Figure 1. The clock network.
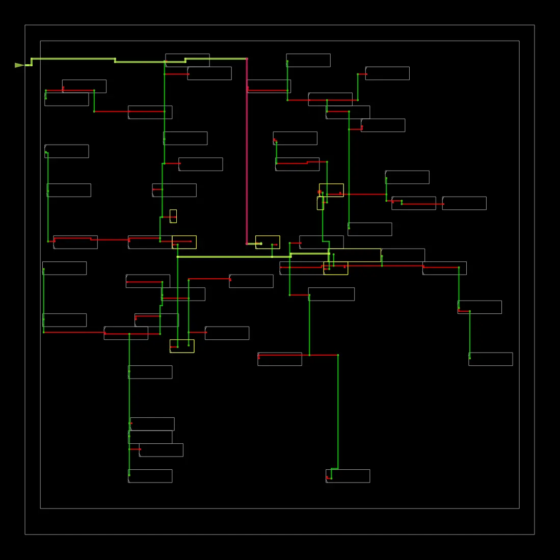
Figure 2. Routed metal, one colour a layer.
Bar = 20 µm. Two of the layers only.
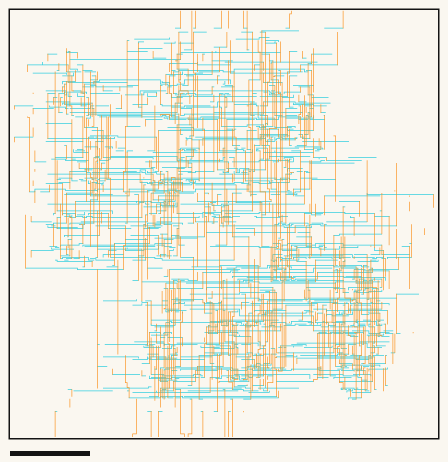
===== src/rtl/dec_scan_pkg.sv =====
// Shared types and constants for the 3-to-8 decoder scan sequencer.
package dec_scan_pkg;
   localparam int N_CH  = 8;
   localparam int SEL_W = 3;

   typedef enum logic {
      IDLE = 1'b0,
      SCAN = 1'b1
   } state_t;
endpackage


===== src/rtl/dec_scan_ctrl_next_ch_find.sv =====
// Combinational search of an 8-bit channel mask: next above current
// (with wrap), lowest and highest enabled index.
import dec_scan_pkg::*;

module next_ch_find (
   input  logic [SEL_W-1:0] cur,
   input  logic [N_CH-1:0]  mask,
   output logic [SEL_W-1:0] nxt,
   output logic [SEL_W-1:0] low,
   output logic [SEL_W-1:0] high
);
   logic [SEL_W-1:0] idx;

   // Descending offsets so the nearest enabled channel wins; if only
   // cur itself is enabled the default keeps the select unchanged.
   always_comb begin
      nxt = cur;
      idx = '0;
      for (int i = N_CH - 1; i >= 1; i--) begin
         idx = cur + SEL_W'(i);
         if (mask[idx]) nxt = idx;
      end
   end

   always_comb begin
      low = '0;
      for (int i = N_CH - 1; i >= 0; i--)
         if (mask[i]) low = SEL_W'(i);
   end

   always_comb begin
      high = '0;
      for (int i = 0; i < N_CH; i++)
         if (mask[i]) high = SEL_W'(i);
   end
endmodule


===== src/rtl/dec_scan_ctrl.sv =====
// Steps the decoder select through a latched channel mask, holding each
// enabled channel for a programmable dwell, single-pass or continuous.
import dec_scan_pkg::*;

module dec_scan_ctrl #(
   parameter int DWELL_W = 16
) (
   input  logic               clk,
   input  logic               rst,
   input  logic               start,
   input  logic               stop,
   input  logic               mode,
   input  logic [N_CH-1:0]    ch_en,
   input  logic [DWELL_W-1:0] dwell,
   output logic [SEL_W-1:0]   sel,
   output logic               sel_vld,
   output logic               busy,
   output logic               pass_done
);
   localparam logic [DWELL_W-1:0] ONE = DWELL_W'(1);

   state_t             state;
   logic [N_CH-1:0]    snap_en;
   logic               snap_mode;
   logic [DWELL_W-1:0] snap_d;
   logic [DWELL_W-1:0] cnt;
   logic [DWELL_W-1:0] d_eff;
   logic [N_CH-1:0]    mask;
   logic [SEL_W-1:0]   nxt;
   logic [SEL_W-1:0]   low;
   logic [SEL_W-1:0]   high;
   logic               last;

   assign d_eff = (dwell == '0) ? ONE : dwell;

   // In IDLE the live mask picks the first channel; in SCAN the snapshot.
   assign mask = (state == IDLE) ? ch_en : snap_en;

   next_ch_find u_find (
      .cur  (sel),
      .mask (mask),
      .nxt  (nxt),
      .low  (low),
      .high (high)
   );

   assign last      = (state == SCAN) && (cnt == '0) && (sel == high);
   // A stop in the final cycle of a pass swallows the pulse.
   assign pass_done = last && !stop;

   always_ff @(posedge clk or posedge rst) begin
      if (rst) begin
         state     <= IDLE;
         sel       <= '0;
         sel_vld   <= 1'b0;
         busy      <= 1'b0;
         snap_en   <= '0;
         snap_mode <= 1'b0;
         snap_d    <= '0;
         cnt       <= '0;
      end else begin
         unique case (state)
            IDLE: begin
               if (start && !stop && (ch_en != '0)) begin
                  snap_en   <= ch_en;
                  snap_mode <= mode;
                  snap_d    <= d_eff;
                  sel       <= low;
                  cnt       <= d_eff - ONE;
                  sel_vld   <= 1'b1;
                  busy      <= 1'b1;
                  state     <= SCAN;
               end
            end
            SCAN: begin
               if (stop || (last && !snap_mode)) begin
                  state   <= IDLE;
                  sel     <= '0;
                  sel_vld <= 1'b0;
                  busy    <= 1'b0;
               end else if (cnt != '0) begin
                  cnt <= cnt - ONE;
               end else begin
                  cnt <= snap_d - ONE;
                  sel <= last ? low : nxt;
               end
            end
         endcase
      end
   end
endmodule


===== config.mk =====
export PLATFORM = sky130hd
export DESIGN_NAME = dec_scan_ctrl
export DESIGN_NICKNAME = d
export VERILOG_FILES = /design/src/rtl/dec_scan_pkg.sv /design/src/rtl/dec_scan_ctrl_next_ch_find.sv /design/src/rtl/dec_scan_ctrl.sv
export SDC_FILE = /design/constraint.sdc
export NUM_CORES = 1
export LEC_CHECK = 0
export CAP_MARGIN = 20
export CORE_MARGIN = 3
export CORE_UTILIZATION = 35
export DETAILED_ROUTE_END_ITERATION = 12
export PLACE_DENSITY_LB_ADDON = 0.15
export SETUP_SLACK_MARGIN = 0.15
export SYNTH_ARGS = -nofsm -noshare
export SYNTH_HDL_FRONTEND = slang
export SYNTH_SLANG_ARGS = --single-unit

===== constraint.sdc =====
create_clock -name clk -period 8.95 [get_ports clk]
set_input_delay 1.3425 -clock clk [delete_from_list [all_inputs] [get_ports clk]]
set_output_delay 1.3425 -clock clk [all_outputs]
set_load 0.1 [all_outputs]

==> flow_metrics.py <==
# Generated from Yosys and OpenROAD reports
metrics = {
    "yosys": {
        "top_area_frac": 0.3244,
        "ys_top_cells_by_area": "dfrtp_1 (32%), mux4_2 (10%), mux2_2 (7.0%)",
        "syn-num-nets": 432,
        "syn_area_mm2": 0.003548,
        "synth.distinct_cells": 55,
        "postSynthCellCount": 400,
        "most_common_cell": "nor2_1",
        "postSynthAreaPerCell_um2": 8.871,
        "top_area_cell": "dfrtp_1",
        "synthTopCellsByCount": "nor2_1 (49), dfrtp_1 (46), a21oi_1 (38)",
        "synthArstFlopShare": 1.000,
        "synth-edff-count": 0,
        "ys_warn_count": 0,
        "yosys_cells": 400,
        "ys_chip_area_mm2": 0.003548,
        "ys_seq_share": 0.3244,
        "numSynthFlops": 46,
        "synth-main-ff-cell": "dfrtp_1",
    },
    "placement": {
        "port_buffers": 34,
        "place_congestion": 0.8710,
        "dpl_worst_slack_ns": 2.967,
        "dpl.hpwl_mm": 7.184,
    },
    "floorplanning": {
        "dieArea_mm2": 0.01138,
        "die_h_um": 106.7,
        "row_count": 36,
        "initial_utilization": 0.3614,
        "core_area_mm2": 0.009819,
        "ios": 35,
        "fp.dieW_um": 106.7,
    },
    "global_routing": {
        "grt_overflow_total": 0,
        "grt_pass1_wl_mm": 16.04,
        "grt_max_degree": 47,
        "grt_usage": 0.1762,
        "antenna_found_initial": 0,
        "grt_pass1_vias": 3058,
    },
    "cts": {
        "cts_tree": "yes",
        "cts_resized": 0,
        "hold_buffers": 0,
        "root_buffer": "clkbuf_8",
        "cts_made_buffers": 5,
        "cts.sinks": 46,
        "cts_htree_levels": 2,
        "cts_setup_buffers": 0,
        "clockBufferDepth": 2,
        "clk_pin_slew_ns": 0.09,
    },
    "drt": {
        "vias_per_cell": 5.562,
        "finalWirelength_mm": 9.703,
        "antenna_left": 0,
        "wl_per_cell_um": 17.36,
        "drt-initial-drc-count": 145,
        "vias": 3109,
        "first_pass_iters": 4,
        "drc": 0,
    },
    "timing": {
        "final_hold_viol_count": 0,
        "rsz0062_at_grt": "no",
        "relSlewSlack": 0.3491,
        "tns_ns": 0,
        "finalCritPeriodShare": 0.6698,
        "finalCriticalPeriod_ns": 5.995,
        "setup_ws_ns": 2.955,
        "timing.fmax_mhz": 166.8,
        "setup_viol": 0,
        "worst_pin_slew_ns": 0.9733,
        "maxSlewViolCount": 0,
    },
    "job": {
        "warnings": 27,
        "drv_cap": 0,
    },
    "finish": {
        "nFillCells": 1027,
        "ff_latch_area_mm2": 0.001152,
        "drive_gt1_frac": 0.1315,
        "fin_nets": 457,
        "final_util": 0.4174,
        "diodes": 0,
        "layout.area.comb_mm2": 0.002247,
        "area_growth_pct": 15.51,
    },
    "worst_hold_path": {
        "min_path_type": "flip-flop to flip-flop",
        "min_from": "cnt[13]",
        "worstHoldPathCells": 2,
        "min_to": "cnt[13]",
    },
    "power": {
        "peakVddDrop_v": 0.0001265,
        "p_clk_frac": 0.146,
        "power_leakage_uw": 0.001545,
        "switching_share": 0.4421,
        "cellPowerDensity_mw_per_mm2": 260.4,
        "power.internal_uw": 595.4,
        "p_switching_uw": 471.9,
        "p_comb_frac": 0.535,
        "seq_power_share": 0.319,
        "power_uw": 1067,
    },
    "critical_path": {
        "crit_type": "input port to output port",
        "arrival_ns": 4.65,
        "regToRegSetupSlack_ns": 5.43,
        "cp-end-kind": "output port",
        "r2r-start": "sel[0]",
        "r2r-end": "sel[2]",
        "required_ns": 7.61,
        "crit_fanout": 7,
        "start_kind": "input port",
        "worstRegToRegCells": 9,
    },
    "outcome": {
        "status": "finished clean",
    },
}
Back to the opening pictures, Figure 1:
clk ins delay skew pair: 0.30 ns
Clock net power: 155 µW
Worst Skew: 0.005744 ns

Back to the opening pictures, Figure 2:
M2 -> orange  # wire length 4340 µm
M1 -> cyan  # wire length 4840 µm

[critical path, cell delays in order]
cell and delay (ns):
clkdlybuf4s50_1 0.51, or3_1 0.42, o21ai_1 0.17, o21ai_1 0.15, o31ai_1 0.44, nand4_1 0.26
nor2_1 0.19, clkdlybuf4s50_1 1.16
[per-layer routing]
layer | share of wire | GRT usage | routed length, µm
met5 | 0 | 0 | 0
met4 | 0.011 | 0.04475 | 108
met3 | 0.043 | 0.03070 | 414
met2 | 0.45 | 0.2707 | 4341
met1 | 0.50 | 0.2577 | 4838
[area by class of cell]
cell class | count | share of cell area
Multi-Input combinational cell | 320 | 0.5482
Sequential cell | 46 | 0.2811
Timing Repair Buffer | 39 | 0.09219
Tap cell | 133 | 0.04060
Clock buffer | 7 | 0.01862
Inverter | 13 | 0.01190
Clock inverter | 1 | 0.007326
[kinds of logic (layout without fill, tap and decap cells)]
kind of cell | after synthesis | in the layout | share of synthesized area
compound gates | 110 | 110 | 0.1911
flops | 46 | 46 | 0.3244
buf+inv | 34 | 60 | 0.04231
simple gates | 145 | 145 | 0.1968
mux | 45 | 45 | 0.1929
xor+xnor | 17 | 17 | 0.04196
fa+ha+maj | 3 | 3 | 0.01058
[through the flow]
step                cells  hold slack (ns)  area, µm²
finish                559           0.5251       4099
global route          559           0.5521       4099
CTS                   559           0.5294       4099
detailed placement    551           0.5049       3993
global placement      551           0.4966       3993
floorplan             400           0.4722       3548
[placed cells by master, fill, tap and decap left out, types with 7 or more instances in the layout]
| cell type | instances |
|---|---|
| xor2_1 | 7 |
| a31oi_1 | 10 |
| nor4_1 | 7 |
| mux2_2 | 22 |
| nand2b_1 | 9 |
| mux4_2 | 16 |
| nand2_1 | 32 |
| a21oi_1 | 38 |
| inv_1 | 9 |
| nor2_1 | 49 |
| dfrtp_1 | 45 |
| nor3_1 | 16 |
| clkdlybuf4s50_1 | 34 |
| xnor2_1 | 10 |
| o21ai_0 | 22 |
[power by group through the flow]
stage               Clock (µW)  Combinational [µW]  Sequential [µW]
finish                     155                 571              341
floorplan                    0                 425              351
detailed placement           0                 568              343
global route               170                 621              353
CTS                        163                 569              340
global placement             0                 564              343
[worst max-delay path by stage]
stage / startpoint / end / slack, ns
4_1_cts: ch_en[6] / pass_done / 2.96
2_1_floorplan: ch_en[6] / pass_done / 3.81
5_1_grt: ch_en[6] / pass_done / 2.77
6_report: ch_en[6] / pass_done / 2.96
3_5_place_dp: ch_en[6] / pass_done / 2.97
3_3_place_gp: ch_en[6] / pass_done / 3.08
[flip-flops by register name (all words and copies together) (netlist names)]
signal and cells:
state 1, sel 3, cnt 16, snap_d 16, snap_mode 1, busy 1
snap_en 8
Power and IR drop assume default switching activity.
